$ cat config.mk
export PLATFORM = sky130hd
export DESIGN_NAME = ltc2308_emu_flat
export DESIGN_NICKNAME = d
export VERILOG_FILES = /design/src/rtl/ltc2308_pkg.sv /design/src/rtl/ltc2308_emu_if.sv /design/src/rtl/ltc2308_emu_sync_edge_det.sv /design/src/rtl/ltc2308_emu.sv /design/src/flat_wrapper.sv
export SDC_FILE = /design/constraint.sdc
export NUM_CORES = 1
export LEC_CHECK = 0
export CAP_MARGIN = 20
export CORE_ASPECT_RATIO = 0.6
export CORE_MARGIN = 2
export CORE_UTILIZATION = 49
export DETAILED_ROUTE_END_ITERATION = 8
export PLACE_DENSITY = 0.76
export SLEW_MARGIN = 5
export SYNTH_ARGS = -nofsm -noshare
export SYNTH_HDL_FRONTEND = slang
export SYNTH_SLANG_ARGS = --single-unit
$ cat constraint.sdc
create_clock -name i_clk -period 1.9 [get_ports i_clk]
set_input_delay 0.475 -clock i_clk [delete_from_list [all_inputs] [get_ports i_clk]]
set_output_delay 0.475 -clock i_clk [all_outputs]
set_load 0.01 [all_outputs]
$ cat src/rtl/ltc2308_pkg.sv
// ----------------------------------------------------------------------------
// ltc2308_pkg
// Shared definitions for the LTC2308 ADC emulator:
//   - state_e        : emulator FSM states
//   - CFG_RESET      : config word loaded on reset (single-ended CH0, unipolar, awake)
//   - CFG_*          : bit positions inside the 6-bit config word
//                      {S/D, O/S, S1, S0, UNI, SLP}
//   - FRAME_SCK      : SCK periods in one read frame
//   - CFG_BITS       : config bits shifted in at the start of a frame
//   - cfg_channel()  : channel index selected by a config word
// ----------------------------------------------------------------------------
package ltc2308_pkg;

   typedef enum logic [2:0] {
      StIdle,
      StConvert,
      StReady,
      StShift,
      StSleep
   } state_e;

   localparam logic [5:0] CFG_RESET = 6'b100010;

   localparam int unsigned CFG_SD  = 5;
   localparam int unsigned CFG_OS  = 4;
   localparam int unsigned CFG_S1  = 3;
   localparam int unsigned CFG_S0  = 2;
   localparam int unsigned CFG_UNI = 1;
   localparam int unsigned CFG_SLP = 0;

   localparam logic [3:0] FRAME_SCK = 4'd12;
   localparam logic [3:0] CFG_BITS  = 4'd6;

   // Channel index is {S1, S0, O/S}.
   function automatic logic [2:0] cfg_channel(input logic [5:0] cfg);
      return {cfg[CFG_S1], cfg[CFG_S0], cfg[CFG_OS]};
   endfunction

endpackage

$ cat src/rtl/ltc2308_emu_if.sv
// ----------------------------------------------------------------------------
// ltc2308_emu_if
// Bundles the serial ADC pins and the sample/status side-band of the emulator.
//   convst, sck, sdi : from the ADC master
//   sdo              : conversion result back to the master
//   sample_req/ch    : request for a new sample value on a channel
//   sample_data      : sample value supplied by the stimulus side
//   cfg_word         : last complete config word
//   busy, frame_done : status
// Modports: slave (the emulator), master (ADC master + stimulus side).
// ----------------------------------------------------------------------------
interface ltc2308_emu_if;

   logic        convst;
   logic        sck;
   logic        sdi;
   logic        sdo;
   logic        sample_req;
   logic [2:0]  sample_ch;
   logic [11:0] sample_data;
   logic [5:0]  cfg_word;
   logic        busy;
   logic        frame_done;

   modport slave (
      input  convst, sck, sdi, sample_data,
      output sdo, sample_req, sample_ch, cfg_word, busy, frame_done
   );

   modport master (
      output convst, sck, sdi, sample_data,
      input  sdo, sample_req, sample_ch, cfg_word, busy, frame_done
   );

endinterface

$ cat src/rtl/ltc2308_emu_sync_edge_det.sv
// ----------------------------------------------------------------------------
// sync_edge_det
// Multi-flop synchroniser for one asynchronous input plus single-cycle rise
// and fall pulses derived from the synchronised level.
//   i_clk, i_rst : clock, asynchronous active-high reset
//   i_d          : asynchronous input
//   o_q          : synchronised level
//   o_rise       : one-cycle pulse on a synchronised 0->1 transition
//   o_fall       : one-cycle pulse on a synchronised 1->0 transition
// ----------------------------------------------------------------------------
module sync_edge_det #(
   parameter int unsigned SYNC_STAGES = 2
) (
   input  logic i_clk,
   input  logic i_rst,
   input  logic i_d,
   output logic o_q,
   output logic o_rise,
   output logic o_fall
);

   logic [SYNC_STAGES-1:0] r_sync;
   logic                   r_prev;

   always_ff @(posedge i_clk or posedge i_rst) begin
      if (i_rst) begin
         r_sync <= '0;
         r_prev <= 1'b0;
      end else begin
         r_sync[0] <= i_d;
         for (int i = 1; i < SYNC_STAGES; i++) begin
            r_sync[i] <= r_sync[i-1];
         end
         r_prev <= r_sync[SYNC_STAGES-1];
      end
   end

   assign o_q    = r_sync[SYNC_STAGES-1];
   assign o_rise = o_q & ~r_prev;
   assign o_fall = ~o_q & r_prev;

endmodule

$ cat src/rtl/ltc2308_emu.sv
// ----------------------------------------------------------------------------
// ltc2308_emu
// Behavioural emulator of an LTC2308 12-bit ADC serial interface, clocked by
// a fast system clock that oversamples CONVST/SCK/SDI.
//   i_clk  : system clock (>= 4x SCK)
//   i_rst  : asynchronous active-high reset
//   io_bus : ltc2308_emu_if.slave
//            convst/sck/sdi in, sdo out, sample_req/sample_ch out,
//            sample_data in, cfg_word/busy/frame_done out
// A CONVST rise requests a sample, waits CONV_CYCLES, then the result is
// shifted out MSB first on SCK falls while the next config word is shifted in
// on SCK rises.
// ----------------------------------------------------------------------------
module ltc2308_emu
   import ltc2308_pkg::*;
#(
   parameter int unsigned CONV_CYCLES = 64,
   parameter int unsigned SYNC_STAGES = 2
) (
   input logic          i_clk,
   input logic          i_rst,
   ltc2308_emu_if.slave io_bus
);

   localparam int unsigned CntW = (CONV_CYCLES > 1) ? $clog2(CONV_CYCLES) : 1;

   // Synchronised inputs and edge pulses
   logic w_convst_q, w_convst_rise, w_convst_fall;
   logic w_sck_q, w_sck_rise, w_sck_fall;
   logic w_sdi_q, w_sdi_rise, w_sdi_fall;
   logic w_start;
   logic w_unused;

   state_e          r_state;
   logic [CntW-1:0] r_cnt;
   logic [3:0]      r_rise_cnt;
   logic [3:0]      r_fall_cnt;
   logic [5:0]      r_sr;
   logic [11:0]     r_result;
   logic [5:0]      r_cfg;
   logic            r_sample_req;
   logic [2:0]      r_sample_ch;
   logic            r_busy;
   logic            r_frame_done;

   sync_edge_det #(.SYNC_STAGES(SYNC_STAGES)) u_sync_convst (
      .i_clk  (i_clk),
      .i_rst  (i_rst),
      .i_d    (io_bus.convst),
      .o_q    (w_convst_q),
      .o_rise (w_convst_rise),
      .o_fall (w_convst_fall)
   );

   sync_edge_det #(.SYNC_STAGES(SYNC_STAGES)) u_sync_sck (
      .i_clk  (i_clk),
      .i_rst  (i_rst),
      .i_d    (io_bus.sck),
      .o_q    (w_sck_q),
      .o_rise (w_sck_rise),
      .o_fall (w_sck_fall)
   );

   sync_edge_det #(.SYNC_STAGES(SYNC_STAGES)) u_sync_sdi (
      .i_clk  (i_clk),
      .i_rst  (i_rst),
      .i_d    (io_bus.sdi),
      .o_q    (w_sdi_q),
      .o_rise (w_sdi_rise),
      .o_fall (w_sdi_fall)
   );

   // Edges not needed by the protocol; sr[5] falls off the end once cfg is loaded.
   assign w_unused = ^{w_convst_fall, w_sck_q, w_sdi_rise, w_sdi_fall, r_sr[5]};

   // A CONVST rise starts a conversion from IDLE and aborts a read frame.
   assign w_start = w_convst_rise && (r_state inside {StIdle, StReady, StShift});

   always_ff @(posedge i_clk or posedge i_rst) begin
      if (i_rst) begin
         r_state      <= StIdle;
         r_cnt        <= '0;
         r_rise_cnt   <= '0;
         r_fall_cnt   <= '0;
         r_sr         <= '0;
         r_result     <= '0;
         r_cfg        <= CFG_RESET;
         r_sample_req <= 1'b0;
         r_sample_ch  <= '0;
         r_busy       <= 1'b0;
         r_frame_done <= 1'b0;
      end else begin
         r_sample_req <= 1'b0;
         r_frame_done <= 1'b0;

         // Sample arrives the cycle after the request; bipolar mode flips the
         // MSB to turn offset binary into two's complement.
         if (r_sample_req) begin
            r_result <= io_bus.sample_data ^ {~r_cfg[CFG_UNI], 11'b0};
         end

         if (w_start) begin
            r_state      <= StConvert;
            r_cnt        <= CntW'(CONV_CYCLES - 1);
            r_sample_req <= 1'b1;
            r_sample_ch  <= cfg_channel(r_cfg);
            r_busy       <= 1'b1;
            r_rise_cnt   <= '0;
            r_fall_cnt   <= '0;
            r_sr         <= '0;
         end else begin
            unique case (r_state)
               StIdle: ;

               StConvert: begin
                  if (r_cnt == '0) begin
                     r_state <= StReady;
                     r_busy  <= 1'b0;
                  end else begin
                     r_cnt <= r_cnt - 1'b1;
                  end
               end

               StReady, StShift: begin
                  if (w_sck_rise) begin
                     r_state <= StShift;
                     if (r_rise_cnt < CFG_BITS) begin
                        r_sr       <= {r_sr[4:0], w_sdi_q};
                        r_rise_cnt <= r_rise_cnt + 4'd1;
                        if (r_rise_cnt == CFG_BITS - 4'd1) begin
                           r_cfg <= {r_sr[4:0], w_sdi_q};
                        end
                     end
                  end else if (w_sck_fall && (r_state == StShift)) begin
                     r_result   <= {r_result[10:0], 1'b0};
                     r_fall_cnt <= r_fall_cnt + 4'd1;
                     if (r_fall_cnt == FRAME_SCK - 4'd1) begin
                        r_frame_done <= 1'b1;
                        r_state      <= r_cfg[CFG_SLP] ? StSleep : StIdle;
                     end
                  end
               end

               StSleep: begin
                  // Wake-up only: this CONVST rise does not convert.
                  if (w_convst_rise) begin
                     r_cfg[CFG_SLP] <= 1'b0;
                     r_state        <= StIdle;
                  end
               end

               default: r_state <= StIdle;
            endcase
         end
      end
   end

   // SDO is a pure decode of flops: MSB of the result while the frame is open.
   assign io_bus.sdo = (((r_state == StReady) && !w_convst_q) || (r_state == StShift))
                       ? r_result[11] : 1'b0;

   assign io_bus.sample_req = r_sample_req;
   assign io_bus.sample_ch  = r_sample_ch;
   assign io_bus.cfg_word   = r_cfg;
   assign io_bus.busy       = r_busy;
   assign io_bus.frame_done = r_frame_done;

endmodule
$ cat src/flat_wrapper.sv
// flat-port wrapper written by rule: the top's interface ports become plain ports
module ltc2308_emu_flat import ltc2308_pkg::*;
#(
   parameter int unsigned CONV_CYCLES = 64,
   parameter int unsigned SYNC_STAGES = 2
)
  (i_clk, i_rst, io_bus_convst, io_bus_sck, io_bus_sdi, io_bus_sample_data, io_bus_sdo, io_bus_sample_req, io_bus_sample_ch, io_bus_cfg_word, io_bus_busy, io_bus_frame_done);
  ltc2308_emu_if io_bus_i ();
  input logic i_clk;
  input logic i_rst;
  input wire logic [$bits(io_bus_i.convst)-1:0] io_bus_convst;
  input wire logic [$bits(io_bus_i.sck)-1:0] io_bus_sck;
  input wire logic [$bits(io_bus_i.sdi)-1:0] io_bus_sdi;
  input wire logic [$bits(io_bus_i.sample_data)-1:0] io_bus_sample_data;
  output wire logic [$bits(io_bus_i.sdo)-1:0] io_bus_sdo;
  output wire logic [$bits(io_bus_i.sample_req)-1:0] io_bus_sample_req;
  output wire logic [$bits(io_bus_i.sample_ch)-1:0] io_bus_sample_ch;
  output wire logic [$bits(io_bus_i.cfg_word)-1:0] io_bus_cfg_word;
  output wire logic [$bits(io_bus_i.busy)-1:0] io_bus_busy;
  output wire logic [$bits(io_bus_i.frame_done)-1:0] io_bus_frame_done;
  assign io_bus_i.convst = io_bus_convst;
  assign io_bus_i.sck = io_bus_sck;
  assign io_bus_i.sdi = io_bus_sdi;
  assign io_bus_i.sample_data = io_bus_sample_data;
  assign io_bus_sdo = io_bus_i.sdo;
  assign io_bus_sample_req = io_bus_i.sample_req;
  assign io_bus_sample_ch = io_bus_i.sample_ch;
  assign io_bus_cfg_word = io_bus_i.cfg_word;
  assign io_bus_busy = io_bus_i.busy;
  assign io_bus_frame_done = io_bus_i.frame_done;
  ltc2308_emu #(.CONV_CYCLES(CONV_CYCLES), .SYNC_STAGES(SYNC_STAGES)) u_core (.i_clk(i_clk), .i_rst(i_rst), .io_bus(io_bus_i));
endmodule
Figure 1. Track usage over the die.
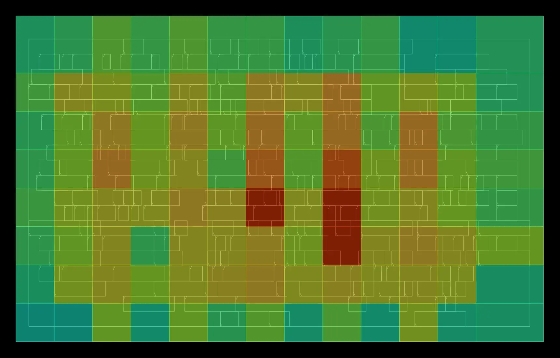
met1 Use GR: 0.275
GR Util met2: 0.270

Figure 2. Routed metal, one colour a layer.
Drawn at 4 px/um.
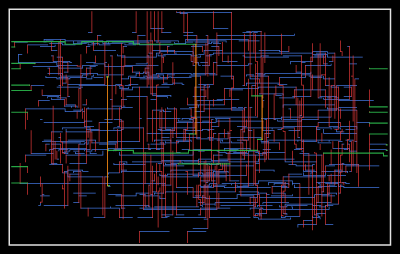
[met4] orange | wire length: 60.5 um
[met3] green | wire length: 174 um
[met2] red | wire length: 1950 um
[met1] blue | wire length: 2370 um
Total Routing Usage GR: 0.187
WL per Instance: 14.4 um
Vias: 1639
WL final: 4560 um

Figure 3. Sequential cells coloured by netlist name.
Drawn at 6 px/um.
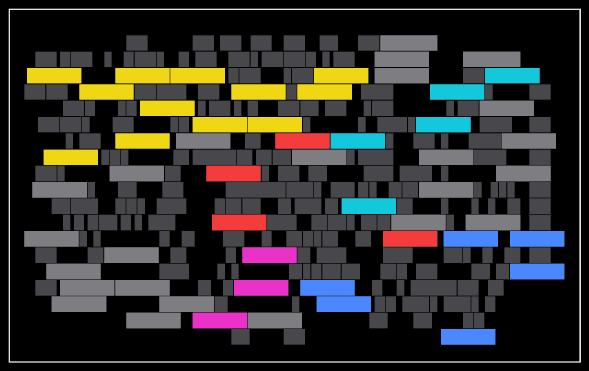
[u_core.r_result] yellow | flops: 12
[u_core.r_cnt] blue | flops: 6 | where: bottom right
[u_core.r_state] magenta | flops: 3
[u_core.r_sr] cyan | flops: 5
[u_core.r_rise_cnt] red | flops: 4 | where: middle
not coloured: 24
P_seq: 1.53 mW
post-layout util: 0.636

Figure 4. Clock network drawn from the DEF.
Drawn at 4 px/um.
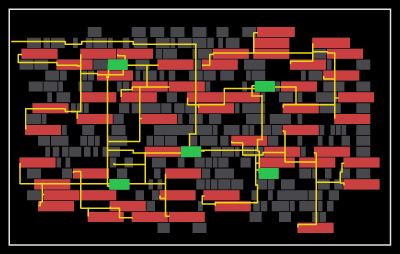
[cells driving clock nets] green | count: 5
[clock wires] yellow | length: 639 um
[flip-flops] red | count: 54
flops lie: widely spread
routed clock nets: 6
Setup Skew: 0.00774 ns
Clock group: 0.663 mW
worst skew pair latency: 0.31 ns
clock share of power: 0.243

Figure 5. Layout detail.
Region (61, 5) to (81, 25) um. Cells in grey, sequential cells in the stronger grey; small squares are vias.
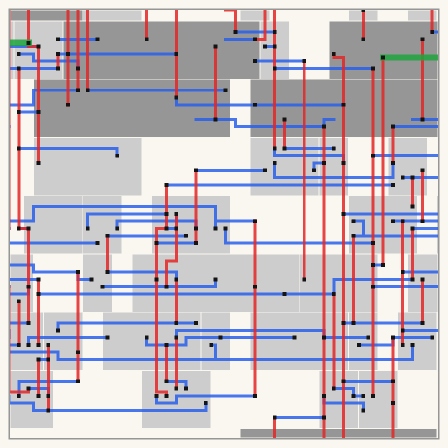
[met2] red
[met3] green
[met1] blue
cells with their middle in the window: 30
most frequent: nor3_1 (5), dfrtp_1 (4), inv_1 (3)
sequential cells in the window: 4

==> GITHUB_STEP_SUMMARY <==
### Metrics collected by this job

| Metric | Value |
|---|---|
| WS Path Type | flop to output port |
| Yosys Instances | between 200 and 250 |
| Dominant comb cell | simple AND/OR/NAND/NOR gates |
| CTS root buffer | clkbuf_8 |
| Top_reg_cell synth | dfrtp_1 |
| RD Place Congestion | ~0.80 |
| TritonCTS buffer count | 5 |
| Core Rows | 19 |
| Xor/xnor share | 0.0216 |
| Vias in the first global route | between 1500 and 2000 |
| R2R setup slack | around 0.090 ns |
| Most flops, register | u_core.r_result |
| Multiplexer share | 0.105 |
| Number of OpenROAD warnings | 28 |
| Adder-cell share of the synthesized area | 0.0257 |
| Synth warnings | 0 |
| Final setup viols | 0 |
| CTS clk-pin slew, worst paths | roughly 0.1 ns |
| CP max stage cell | dfstp_2 |
| Startpoint types | flop |
| I/O pins | 30 |
| Hold path start | u_core.u_sync_convst.r_sync[0] |
| Global-route wire length before repair | between 7000 and 8000 um |
| Worst-margin pin slew | 0.635 ns |
| Max incr delay on CP | 0.55 ns |
| Worst EP arrival | about 1.4 ns |
| Worst setup endpoint | io_bus_cfg_word[5] |
| Logic pwr share | 0.197 |
| Sw Ratio | 0.296 |
| EDFF count, synth | 0 |
| Crit path max fanout | 2 |
| CTS resizes | 3 |
| Worst r2r path cells | 4 |
| Seq cells post-synth | roughly 54 |
| NetSw | 0.805 mW |
| Max Clk Rate | approximately 0.54 GHz |
| Fin Hold WS | roughly 0.35 ns |
| Chip area | 5560 um^2 |
| Yosys aoi share | 0.100 |
| Metal3 WL | 173 um |
| CP endpoint kind | output port |
| Via-to-Cell Ratio | approximately 5.2 |
| CP required | 1.42 ns |
| Setup crit start | u_core.io_bus.cfg_word[5] |
| Place WS | 0.0177 ns |
| Core ar. | 4660 um^2 |
| Die Y | around 60 um |
| Pin count of the biggest net entering global routing | 34 |
| FF-to-FF End | u_core.io_bus.cfg_word[4] |
| Placement Cell Area | between 2000 and 3000 um^2 |
| Die W | 94.9 um |
| Register share after synthesis | 0.557 |
| GR Util met3 | 0.0474 |
| DRT iter0 DRCs | between 70 and 80 |
| Fin. Hold Viols | 0 |
| I/O Buffers | 29 |
| VDD IR max | about 0.57 mV |
| Yosys-reported design area after synthesis | between 2000 and 2500 um^2 |
| Avg Synthesized Cell Area | between 10 and 15 um^2 |
| Top cell area share | 0.536 |
| Number of distinct library cells after synthesis | between 40 and 50 |
| Synth top area cells | dfrtp_1, mux2i_1, nand2_1 |
| DR WL met2 | 1950 um |
| Post-synth ARST share | 1.00 |
| Met1 WL | around 2400 um |
| Post-route DRC | 0 |
| Final min period | around 1.9 ns |
| # Post-CTS Setup Buffers | 0 |
| Total negative setup slack | 0 ns |
| Max layer used | met4 |
| Pins Over Slew Limit | 0 |
| Critical path depth in cells | 1 |
| Worst hold-check path type | flop to flop |
| Pint | approximately 1.9 mW |
| Final Instance Count excl. Fillers | 317 |
| Slew headroom | 0.573 |
| Placed cells | around 300 |
| H-tree depth | 2 |
| Cycle use final | 0.977 |
| Setup WS post-layout | between 0.04 and 0.05 ns |
| Post-synth top area cell | dfrtp_1 |
| # diodes | 0 |
| CTS Buffer Depth | 2 |
| NumNets Final | 275 |
| Share of cells above drive strength 1 | 0.157 |
| Most Crowded Layer GR | met1 |
| Global route overflow | 0 |
| Post-Syn Instances | 214 |
| Crit path cell chain | clkdlybuf4s50_1 |
| CTS tree | done |
| Max reg flops | 12 |
| ANT nets after route | 0 |
| WP buf/inv | 1 |
| TritonCTS Sinks | 54 |
| DR pass1 iterations | 4 |
| Comb power | about 0.54 mW |
| Top cells excl fill/tap | dfrtp_1, clkdlybuf4s50_1, nand2_1, mux2i_1, nor2_1 |
| DP Wirelength | between 3000 and 4000 um |
| Top Consumer | sequential cells |
| Final instance area | between 2000 and 3000 um^2 |
| Max-Cap Viols | 0 |
| Post-Synthesis Cell Area | approximately 2400 um^2 |
| Reg power frac | 0.560 |
| Basic Gates by Area | 0.150 |
| Layout area overhead | 22.0% |
| Pleak | 1.28 nW |
| Pwr dens | around 900 nW/um^2 |
| Init Core Util | 0.521 |
| Delay-heaviest family, CP | flip-flops |
| Commonest Layout Cell | dfrtp_1 |
| Initial antenna violation count | 0 |
| Hold_buf cts | 0 |
| RSZ-0062 raised after global routing | no |
| Hold path depth | 0 |
| Pwr Total | ~2.7 mW |
| Hold Path Sink | u_core.u_sync_convst.r_sync[1] |
| RR Startpoint | u_core.r_state[2] |
| Syn_nets | 236 |
| Status | finished clean |
[cells in the mapped netlist (all sizes together) (2+ instances only)]
cell,number
dfrtp,52
nand2,24
mux2i,18
nor2,16
o21ai,15
inv,11
nor3,9
a21oi,6
nand2b,6
buf,5
clkbuf,5
ha,5
mux2,5
xnor2,5
a31oi,3
a211oi,2
a311o,2
and2,2
dfstp,2
nand3,2
nor2b,2
o32ai,2
or3b,2
or4,2
[layout make-up]
class | count | area [um^2]
clock buffer | 6 | 82.6
multi-input combinational | 139 | 998
fill | 385 | 1690
sequential | 54 | 1350
clock inverter | 2 | 12.5
timing repair buffer | 42 | 398
inverter | 11 | 41.3
tap | 63 | 78.8
Power and IR drop assume default switching activity.
